==> config.mk <==
export PLATFORM = sky130hd
export DESIGN_NAME = fusion_result_serializer
export DESIGN_NICKNAME = d
export VERILOG_FILES = /design/src/rtl/fusion_result_serializer.sv
export SDC_FILE = /design/constraint.sdc
export NUM_CORES = 1
export LEC_CHECK = 0
export ABC_AREA = 0
export CELL_PAD_IN_SITES_DETAIL_PLACEMENT = 1
export CELL_PAD_IN_SITES_GLOBAL_PLACEMENT = 1
export CORE_ASPECT_RATIO = 1.5
export CORE_MARGIN = 4
export CORE_UTILIZATION = 40
export CTS_CLUSTER_SIZE = 16
export DETAILED_ROUTE_END_ITERATION = 8
export PLACE_DENSITY_LB_ADDON = 0.1
export SLEW_MARGIN = 25
export SYNTH_ARGS = -nofsm -noshare
export SYNTH_HDL_FRONTEND = slang
export SYNTH_SLANG_ARGS = --single-unit
==> constraint.sdc <==
create_clock -name clk -period 3.44 [get_ports clk]
set_input_delay 0.688 -clock clk [delete_from_list [all_inputs] [get_ports clk]]
set_output_delay 0.688 -clock clk [all_outputs]
set_load 0.03 [all_outputs]
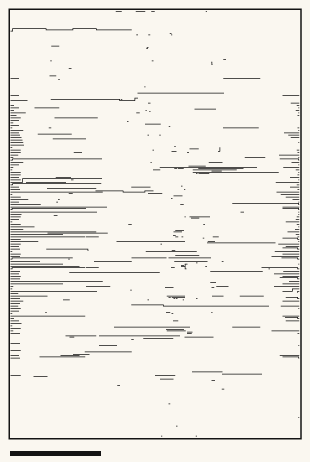
Fig. 1. Metal 3 (run 1).
Bar = 50 um.
The layer carries 3,200 um of wire. The longest straight run is 58.0 um.
met3 usage in global routing: 5.59%
overall via count from detail_route: 12,700
Detailed Route WL: 52.2 mm

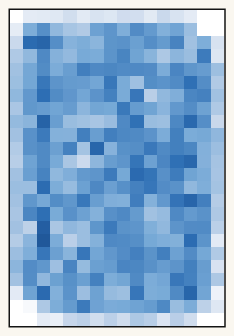
Fig. 2. Placement density heat map (run 1).
16 x 24 tiles, from white (low) to dark blue (high), 0 to 100% covered.
The fullest tile reaches 84%. The mean over all tiles is 49%. 3.9% of the tiles are over 75% full. 2.6% of the tiles are nearly empty.
share of the core filled with cells: 56.5%
effective utilization at floorplan: 40.8%
core footprint: 33,700 um^2

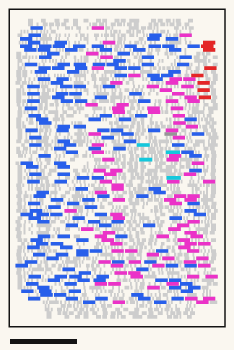
Fig. 3. Sequential cells colored by netlist name (run 1).
Bar = 50 um. Other sequential cells in the stronger gray, the rest of the logic in the fainter gray.
x_q: marked magenta, flops 96. frame_cnt: marked red, flops 8, where upper right. p_q: marked blue, flops 192, where widely spread. out_idx: marked cyan, flops 4.
Another 1 sequential cells are not colored.
footprint of the flip-flops and latches: 7540 um^2
fraction of standard cell area that is sequential: 39.7%

==> impl_metrics.json, run 1 <==
{
  "largest_fanout_of_any_net_on_the_critical_path": 10,
  "max_stage_delay_ps": 540,
  "muxShareOfSynthArea_pct": 2.75,
  "drt_first_iter_violations": 713,
  "antenna_found_initial": 14,
  "worstSetupStartpointType": "register",
  "wl_met3_mm": 3.20,
  "fin_worst_hold_slack_ps": 119,
  "layout_top_cell_excl_fill_tap": "sky130_fd_sc_hd__nand2_1",
  "max_slew.worst_pin.slew_ps": 746,
  "cell_count_after_placement": 2284,
  "grt_setup_unrepaired": "yes",
  "die_h_um": 235,
  "setup-violations-final": 1,
  "critical-path-slowest-cell": "sky130_fd_sc_hd__a222oi_1",
  "layout_worst_path_cycle_share_pct": 100,
  "synthCells": 1593,
  "postLayoutSetupSlackWorst_ps": -5.41,
  "power-per-cell-area_nw_per_um2": 888,
  "avgViaCountPerCell": 5.37,
  "violations": "negative setup slack",
  "final_antenna_net_count": 0,
  "clk_transition_reported_paths_ps": 60,
  "irDropWorstVdd_mv": 0.576,
  "yosys.area_share.aoi_pct": 10.4,
  "critical_path_arrival_ps": 2760,
  "largest_register_ffs": 192,
  "crit_path_frequent_cell": "sky130_fd_sc_hd__buf_4",
  "run_status": "finished, violations left",
  "clk-insertion-delay-late_ps": 580,
  "postSynthRegisterBits": 301,
  "finalClockSkew_ps": 21.0,
  "flow.area_growth_from_synthesis_pct": 38.4,
  "clock_tree.buffer_depth": 3,
  "cts_root_buffer": "sky130_fd_sc_hd__clkbuf_16",
  "grt_pass1_wl_mm": 80.0,
  "total_power_uw": 16900,
  "power.leakage_uw": 0.00914,
  "netlist_top_cells_count": "sky130_fd_sc_hd__nand2_1, sky130_fd_sc_hd__dfrtp_1, sky130_fd_sc_hd__buf_2",
  "synth.top_cells.by_area": "sky130_fd_sc_hd__dfrtp_1, sky130_fd_sc_hd__nand2_1, sky130_fd_sc_hd__mux2i_1",
  "place_area_um2": 17700
}
run 1: cell type report:
class / count / share of cell area [%]
Antenna cell: 8 / 0.105
Inverter: 6 / 0.145
Sequential cell: 301 / 39.7
Tap cell: 420 / 2.76
Clock inverter: 6 / 0.441
Multi-Input combinational cell: 1180 / 30.7
Timing Repair Buffer: 392 / 21.6
Clock buffer: 44 / 4.60
run 1: critical path, delay by kind of cell, from the launching register on:
family	cells	cell delay, ps
AOI/OAI and AO/OA	3	970
buffers and inverters	3	470
DFF	1	400
adders and majority gates	1	270
and+or+nand+nor	1	60
run 1: report_power, final:
| part | internal (uW) | switching (uW) | leakage, uW | total (uW) |
|---|---|---|---|---|
| Combinational | 3020 | 4260 | 0.00488 | 7290 |
| Sequential | 5100 | 1220 | 0.00379 | 6320 |
| Clock | 1890 | 1400 | 0.000472 | 3290 |
==> run 2, diff against run 1 <==
- CELL_PAD_IN_SITES_DETAIL_PLACEMENT: 1 -> 0
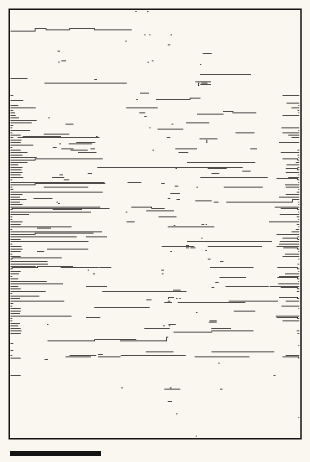
Fig. 4. Metal 3 (run 2).
Bar = 50 um.
The layer holds 7.0% of the routed length. The wires run mostly horizontal. The layer carries 3,280 um of wire. 272 nets have wire on it.
met3 usage in global routing: 5.86%
Detailed Route WL: 46.9 mm

==> run 2 against run 1 <==
  * Global-route usage fell by 2.3 points
  * Sequential share of layout area increased by 0.15 points
  * The flow now finishes without violations
  * Via count is 4.1% lower
  * Count of clock-buffer cells in the layout is 1 lower
  * Die area is the same
==> impl_metrics.json, run 2 <==
{
  "run_status": "finished, final reports clean",
  "antennaDiodeCount": 3,
  "grt_setup_unrepaired": "yes",
  "footprint_of_the_flip_flops_and_latches_um2": 7540,
  "n_tap_cell": 420,
  "cell_count_after_placement": 2284,
  "avgViaCountPerCell": 5.16,
  "synthCells": 1593,
  "worstSetupStartpointType": "register",
  "comb_area_share_pct": 30.3,
  "fp-utilization_pct": 40.8,
  "postLayoutSetupSlackWorst_ps": 17.2,
  "critical_path_arrival_ps": 2730,
  "antenna_found_initial": 12,
  "layout.cells.largest_class": "flip-flops and latches",
  "place_area_um2": 17700,
  "yosys.stat.chipArea_um2": 13700,
  "core_area_um2": 33700,
  "synth.top_cells.by_area": "sky130_fd_sc_hd__dfrtp_1, sky130_fd_sc_hd__nand2_1, sky130_fd_sc_hd__mux2i_1",
  "flip_flops_with_a_built_in_enable": 0,
  "final_antenna_net_count": 0,
  "clock_tree.buffer_depth": 3,
  "non_clock_buffers_area_share_pct": 21.3,
  "non_clock_buffer_count": 387,
  "wl_met3_mm": 3.28,
  "fin_worst_hold_slack_ps": 143,
  "die_h_um": 235,
  "timing_worst_setup_path_type": "reg2out",
  "total_power_uw": 16500,
  "yosys.area_share.aoi_pct": 10.4,
  "route.vias.total": 12100,
  "largest_register_ffs": 192,
  "peak_freq_mhz": 292,
  "muxShareOfSynthArea_pct": 2.75,
  "clk-insertion-delay-late_ps": 560,
  "power-per-cell-area_nw_per_um2": 869,
  "power.leakage_uw": 0.00913,
  "clock_cell_area_share_pct": 5.63,
  "final_core_utilization_pct": 56.3,
  "nonClockInverterCount": 6,
  "grt_pass1_wl_mm": 72.8,
  "finalClockSkew_ps": 10.0,
  "clk_transition_reported_paths_ps": 60,
  "layout_top_cell_excl_fill_tap": "sky130_fd_sc_hd__nand2_1",
  "postSynthRegisterBits": 301,
  "comb_cells": 1178,
  "netlist_top_cells_count": "sky130_fd_sc_hd__nand2_1, sky130_fd_sc_hd__dfrtp_1, sky130_fd_sc_hd__buf_2"
}
## run 2: timing repair
action | 4_1_cts | 5_1_grt
setup endpoints to repair | 29 | 22
pin swaps | 3 | 5
cloned | 0 | 0
setup buffers | 3 | 5
resized | 14 | 15
## run 2: worst max-delay path, cell delays in order (launching register included)
cell	delay, ps
sky130_fd_sc_hd__dfrtp_2	430
sky130_fd_sc_hd__inv_1	90
sky130_fd_sc_hd__ha_2	250
sky130_fd_sc_hd__buf_4	190
sky130_fd_sc_hd__a22o_1	200
sky130_fd_sc_hd__a222oi_1	530
sky130_fd_sc_hd__o32a_1	220
sky130_fd_sc_hd__nor2_1	50
sky130_fd_sc_hd__buf_4	190
## run 2: where the power goes
group	internal, uW	switching (uW)
Sequential	5100	1140
Combinational	2860	3890
Clock	2070	1410
Total	10000	6450
Power is estimated from default activity; no workload was simulated.
